File: config.mk
export PLATFORM = sky130hd
export DESIGN_NAME = load_store_unit
export DESIGN_NICKNAME = d
export VERILOG_FILES = /design/src/rtl/load_store_unit.sv
export SDC_FILE = /design/constraint.sdc
export NUM_CORES = 1
export LEC_CHECK = 0
export ABC_CLOCK_PERIOD_IN_PS = 5110
export CAP_MARGIN = 10
export CELL_PAD_IN_SITES_DETAIL_PLACEMENT = 1
export CELL_PAD_IN_SITES_GLOBAL_PLACEMENT = 1
export CORE_ASPECT_RATIO = 1.75
export CORE_MARGIN = 1
export CORE_UTILIZATION = 30
export CTS_CLUSTER_DIAMETER = 200
export CTS_CLUSTER_SIZE = 40
export DETAILED_ROUTE_END_ITERATION = 10
export HOLD_SLACK_MARGIN = 0.02
export PLACE_DENSITY_LB_ADDON = 0.1
export SLEW_MARGIN = 10
export SYNTH_ARGS = -nofsm -noshare
export SYNTH_HDL_FRONTEND = slang
export SYNTH_SLANG_ARGS = --single-unit
File: constraint.sdc
create_clock -name clk -period 5.11 [get_ports clk]
set_input_delay 1.022 -clock clk [delete_from_list [all_inputs] [get_ports clk]]
set_output_delay 1.022 -clock clk [all_outputs]
set_load 0.05 [all_outputs]
File: src/rtl/load_store_unit.sv
// ---------------------------------------------------------------------------
// load_store_unit
//
// Single-outstanding load/store unit between a core-side request port and a
// word-organised data memory. Each request is checked for size, alignment
// and legality. A legal request spends one ACCESS cycle driving the memory,
// then one RESP cycle returning the result. An illegal request goes straight
// to RESP with resp_fault set and never touches the memory.
//
// Ports
//   clk, rst                 clock and asynchronous active-high reset
//   req_valid / req_ready    request handshake; accepted on a rising edge
//   req_we                   1 = store, 0 = load
//   req_funct3               000 B, 001 H, 010 W, 100 BU, 101 HU
//   req_addr, req_wdata      byte address and right-aligned store data
//   resp_valid               one-cycle completion pulse
//   resp_rdata, resp_fault   extended load data and fault flag
//   mem_addy                 word index driven to the memory (ACCESS only)
//   mem_datain               lane-replicated store data (ACCESS only)
//   mem_wen, mem_ren         write and read strobes (ACCESS only)
//   mem_byte_selector        byte-lane enables, bit n covers bits [8n+7:8n]
//   mem_dataout              read word; the memory updates it on falling clk
// ---------------------------------------------------------------------------
module load_store_unit (
  input  logic        clk,
  input  logic        rst,
  input  logic        req_valid,
  output logic        req_ready,
  input  logic        req_we,
  input  logic [2:0]  req_funct3,
  input  logic [31:0] req_addr,
  input  logic [31:0] req_wdata,
  output logic        resp_valid,
  output logic [31:0] resp_rdata,
  output logic        resp_fault,
  output logic [31:0] mem_addy,
  output logic [31:0] mem_datain,
  output logic        mem_wen,
  output logic        mem_ren,
  output logic [3:0]  mem_byte_selector,
  input  logic [31:0] mem_dataout
);

  typedef enum logic [1:0] {
    StIdle,
    StAccess,
    StResp
  } state_e;

  state_e      state_q, state_d;

  // Request fields still needed when the load data returns.
  logic [2:0]  funct3_q, funct3_d;
  logic [1:0]  addr_lo_q, addr_lo_d;

  logic [31:0] mem_addy_q, mem_addy_d;
  logic [31:0] mem_datain_q, mem_datain_d;
  logic        mem_wen_q, mem_wen_d;
  logic        mem_ren_q, mem_ren_d;
  logic [3:0]  mem_sel_q, mem_sel_d;

  logic        resp_valid_q, resp_valid_d;
  logic [31:0] resp_rdata_q, resp_rdata_d;
  logic        resp_fault_q, resp_fault_d;

  logic        req_fault;
  logic [3:0]  req_sel;
  logic [31:0] req_datain;

  logic [7:0]  ld_byte;
  logic [15:0] ld_half;
  logic [31:0] ld_data;

  // -------------------------------------------------------------------------
  // Request decode: legality, lane enables and lane-replicated store data.
  // -------------------------------------------------------------------------
  always_comb begin
    req_fault = 1'b0;
    unique case (req_funct3)
      3'b000:  req_fault = 1'b0;
      3'b001:  req_fault = req_addr[0];
      3'b010:  req_fault = |req_addr[1:0];
      3'b100:  req_fault = req_we;
      3'b101:  req_fault = req_we | req_addr[0];
      default: req_fault = 1'b1;
    endcase
  end

  always_comb begin
    req_sel    = 4'b0000;
    req_datain = 32'h0;
    // funct3[1:0] carries the access size once illegal codes are excluded.
    unique case (req_funct3[1:0])
      2'b00: begin
        req_sel    = 4'b0001 << req_addr[1:0];
        req_datain = {4{req_wdata[7:0]}};
      end
      2'b01: begin
        req_sel    = 4'b0011 << req_addr[1:0];
        req_datain = {2{req_wdata[15:0]}};
      end
      default: begin
        req_sel    = 4'b1111;
        req_datain = req_wdata;
      end
    endcase
  end

  // -------------------------------------------------------------------------
  // Load data extraction from the word returned by the memory.
  // -------------------------------------------------------------------------
  always_comb begin
    ld_byte = 8'h0;
    unique case (addr_lo_q)
      2'd0: ld_byte = mem_dataout[7:0];
      2'd1: ld_byte = mem_dataout[15:8];
      2'd2: ld_byte = mem_dataout[23:16];
      2'd3: ld_byte = mem_dataout[31:24];
    endcase
    ld_half = addr_lo_q[1] ? mem_dataout[31:16] : mem_dataout[15:0];

    ld_data = mem_dataout;
    unique case (funct3_q)
      3'b000:  ld_data = {{24{ld_byte[7]}}, ld_byte};
      3'b001:  ld_data = {{16{ld_half[15]}}, ld_half};
      3'b100:  ld_data = {24'h0, ld_byte};
      3'b101:  ld_data = {16'h0, ld_half};
      default: ld_data = mem_dataout;
    endcase
  end

  // -------------------------------------------------------------------------
  // Next-state logic. Memory and response registers default to zero so they
  // are only non-zero in the single state that owns them.
  // -------------------------------------------------------------------------
  always_comb begin
    state_d      = state_q;
    funct3_d     = funct3_q;
    addr_lo_d    = addr_lo_q;
    mem_addy_d   = 32'h0;
    mem_datain_d = 32'h0;
    mem_wen_d    = 1'b0;
    mem_ren_d    = 1'b0;
    mem_sel_d    = 4'b0000;
    resp_valid_d = 1'b0;
    resp_rdata_d = 32'h0;
    resp_fault_d = 1'b0;

    unique case (state_q)
      StIdle: begin
        if (req_valid && req_ready) begin
          funct3_d  = req_funct3;
          addr_lo_d = req_addr[1:0];
          if (req_fault) begin
            state_d      = StResp;
            resp_valid_d = 1'b1;
            resp_fault_d = 1'b1;
          end else begin
            state_d      = StAccess;
            mem_addy_d   = {2'b00, req_addr[31:2]};
            mem_wen_d    = req_we;
            mem_ren_d    = ~req_we;
            mem_sel_d    = req_sel;
            mem_datain_d = req_we ? req_datain : 32'h0;
          end
        end
      end
      StAccess: begin
        state_d      = StResp;
        resp_valid_d = 1'b1;
        // mem_ren_q distinguishes a load from a store in this cycle.
        if (mem_ren_q) begin
          resp_rdata_d = ld_data;
        end
      end
      StResp: begin
        state_d = StIdle;
      end
      default: begin
        state_d = StIdle;
      end
    endcase
  end

  always_ff @(posedge clk or posedge rst) begin
    if (rst) begin
      state_q      <= StIdle;
      funct3_q     <= 3'b000;
      addr_lo_q    <= 2'b00;
      mem_addy_q   <= 32'h0;
      mem_datain_q <= 32'h0;
      mem_wen_q    <= 1'b0;
      mem_ren_q    <= 1'b0;
      mem_sel_q    <= 4'b0000;
      resp_valid_q <= 1'b0;
      resp_rdata_q <= 32'h0;
      resp_fault_q <= 1'b0;
    end else begin
      state_q      <= state_d;
      funct3_q     <= funct3_d;
      addr_lo_q    <= addr_lo_d;
      mem_addy_q   <= mem_addy_d;
      mem_datain_q <= mem_datain_d;
      mem_wen_q    <= mem_wen_d;
      mem_ren_q    <= mem_ren_d;
      mem_sel_q    <= mem_sel_d;
      resp_valid_q <= resp_valid_d;
      resp_rdata_q <= resp_rdata_d;
      resp_fault_q <= resp_fault_d;
    end
  end

  // Ready is gated by rst directly so it drops the instant reset asserts.
  assign req_ready         = (state_q == StIdle) && !rst;
  assign resp_valid        = resp_valid_q;
  assign resp_rdata        = resp_rdata_q;
  assign resp_fault        = resp_fault_q;
  assign mem_addy          = mem_addy_q;
  assign mem_datain        = mem_datain_q;
  assign mem_wen           = mem_wen_q;
  assign mem_ren           = mem_ren_q;
  assign mem_byte_selector = mem_sel_q;

endmodule

Fig. 1: congestion heat map
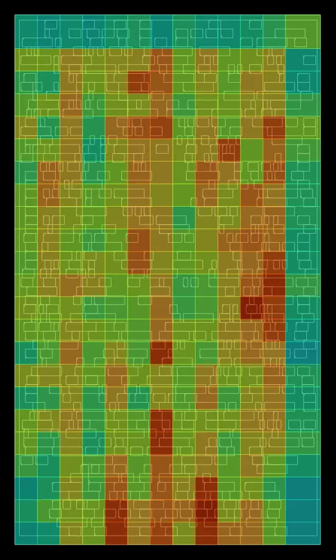
Final Util: 0.479
most used routing layer: met2
Total GRT Usage: 0.198
global-route track usage on met3: 0.0492

Fig. 2: routed metal, one colour a layer
Drawn at 4 px/um. Two of the layers only.
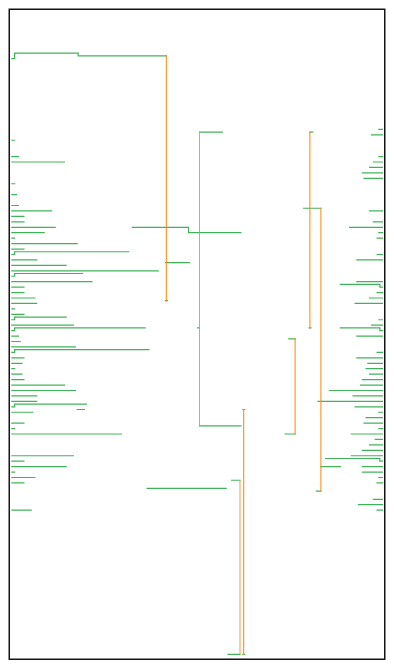
orange -> met4  # wire length 383 um
green -> met3  # wire length 865 um

Fig. 3: metal 4
Drawn at 4 px/um. Supply wires on this layer in grey.
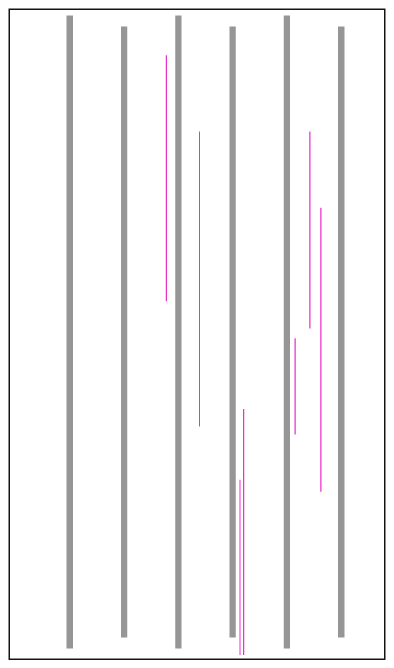
share of all routed wire = 2.6%
longest straight run = 73.4 um
nets with wire on the layer = 7
main direction = vertical
wire length on this layer = 383 um

Fig. 4: signal wires on met1
Drawn at 4 px/um. Supply wires on this layer in grey.
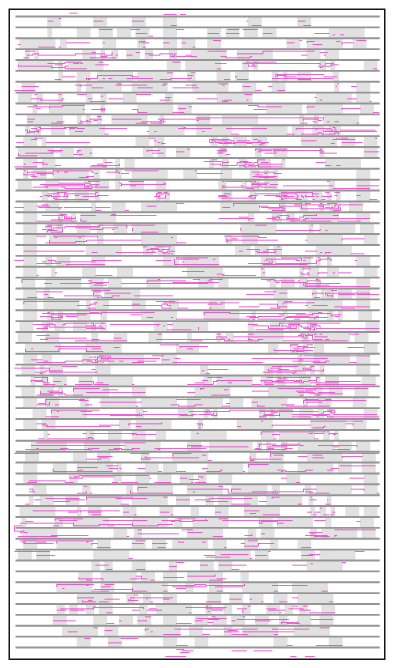
nets with wire on the layer = 574
share of all routed wire = 34%
longest straight run = 31.7 um
main direction = horizontal
wire length on this layer = 4850 um

==> flow_metrics.tcl <==
# implementation run metrics
set metrics [dict create \
    outcome "complete, no violations" \
    required_ns 4.09 \
    chipHeight_um 162 \
    antenna_found_initial 0 \
    row_count 58 \
    synth-area-yosys_mm2 0.00439 \
    crit_fanout 3 \
    grt_max_degree 54 \
    timing.hold.ws_ns 0.625 \
    antenna_left 0 \
    wirelength_um 14500 \
    cts_resized 0 \
    fin_crit_sh 0.686 \
    setup_viol_count_final 0 \
    place_hpwl_um 11000 \
    power.density_mw_per_mm2 290 \
    cts_tree "built" \
    slew_headroom 0.215 \
    setup_ws_ns 1.60 \
    post-cts-setup-buffer-count 0 \
    synthMostInstantiatedCell "dfrtp_1" \
    area_growth_syn_to_layout_pct 56.7 \
    grt_overflow_total 0 \
    dieArea_mm2 0.0152 \
    grt_pass1_vias 4034 \
    portBuffers 205 \
    vias 3682 \
    fp.dieW_um 93.5 \
    clock-sinks 109 \
    path_clk_slew_ns 0.07 \
    dr.pass1.iters 4 \
    cap_violations 0 \
    io_pins 208 \
    routedWlPerCell_um 18.8 \
    hold_path_class "reg2reg" \
    finalMaxSlewViolations 0 \
    leakage_nw 3.15 \
    drc 0 \
    ys_cells 391 \
    crit_path_end_kind "primary output" \
    antenna_cells 0 \
    fin_crit_ns 3.51 \
    top_cells_by_area "dfrtp_1, mux2i_1, a21oi_1, and2_1, nor2_1" \
    final_hold_viol_count 0 \
    rsz0062_at_grt "no" \
    placed_area_mm2 0.00658 \
    ys.flops 109 \
    nNetsFinal 689 \
    fin_skew_ns 0.00926 \
    cp.arrival_ns 2.48 \
    cts-root-buf "clkbuf_16" \
    top_area_cell "dfrtp_1" \
    core_area_mm2 0.0144 \
    synth.avg_cell_area_um2 11.2 \
    ys_seq_share 0.621 \
    dp_cells 755 \
    instances_no_fill 771 \
    flop_cell "dfrtp_1" \
    common_cells "dfrtp_1, a21oi_1, nor2_1" \
    max-vdd-ir-drop_mv 0.151 \
    cts_max_path_buffers 2 \
    fmax_ghz 0.285 \
    cts_buffers 9 \
    viasPerCell 4.78 \
    synth_cell_types 38 \
    yosys_warnings 0 \
    tool_warnings 26 \
    clk_latency_ns 0.35 \
]
worst max-delay path, stage by stage:
cell             delay, ns
clkdlybuf4s50_1       0.47
nor3_1                0.15
clkdlybuf4s50_1       0.83
layer usage:
layer / vias to the layer above / track usage / share of wire
met5: - / 0 / 0
met4: 0 / 0.0769 / 0.026
met3: 17 / 0.0492 / 0.060
met2: 129 / 0.386 / 0.58
met1: 1833 / 0.193 / 0.34
li1: 1703 / - / -
power breakdown:
group / total (mW) / switching, mW / leakage, nW / internal, mW
clock network: 0.732 / 0.342 / 0.150 / 0.390
registers: 0.934 / 0.0527 / 1.50 / 0.881
logic: 0.330 / 0.175 / 1.50 / 0.155
final timing paths:
check,start,end,slack (ns)
min in group asynchronous,rst,mem_addy[23],1.17
setup / recovery,rst,req_ready,1.60
hold / removal,state_q[1],resp_valid,0.62
setup reg to reg,addr_lo_q[1],resp_rdata[19],2.63
hold reg to reg,state_q[1],resp_valid,0.62
max in group asynchronous,rst,resp_rdata[18],3.05
sequential cells by signal (all words and copies together) (netlist names):
name               count
mem_wen                1
resp_valid             1
resp_fault             1
state_q                2
addr_lo_q              2
mem_byte_selector      4
mem_addy              30
resp_rdata            32
mem_ren                1
mem_datain            32
funct3_q               3
through the flow:
| step | util | power [mW] |
|---|---|---|
| floorplan | - | 1.12 |
| global placement | 0.458 | 1.28 |
| detailed placement | 0.458 | 1.29 |
| CTS | 0.479 | 2.02 |
| global route | 0.479 | 2.09 |
| finish | 0.479 | 2.00 |
final cells by class:
cell class | count | area, um^2
flip-flops and latches | 109 | 2730
repair buffers | 210 | 2090
well taps | 180 | 225
fillers | 1544 | 7480
inverters | 28 | 108
multi-input cells | 228 | 1430
clock buffers | 9 | 225
clock inverters | 7 | 82.6
kinds of logic after synthesis:
group                  after synthesis  share of synthesized area
AND-OR/OR-AND                       88                      0.131
buffers and inverters               55                     0.0547
flip-flops                         109                      0.621
multiplexers                        27                     0.0635
other                                1                   0.000853
AND/OR/NAND/NOR                    111                      0.129
layout by cell type, fill, tap and decap left out, types with 4 or more instances in the layout:
cell,synthesis,final
a21oi_1,39,39
a221oi_1,6,6
and2_1,30,30
and3_1,8,8
buf_4,3,5
clkbuf_16,0,9
clkdlybuf4s50_1,0,205
dfrtp_1,109,109
inv_1,28,27
mux2_2,7,7
mux2i_1,20,20
nand2_1,17,17
nand2b_1,4,4
nor2_1,39,39
o211ai_1,6,6
o21a_1,4,4
o21ai_0,11,11
o221ai_1,6,6
o22ai_1,9,9
No activity file was given, so power comes from the tool's default toggle rates.
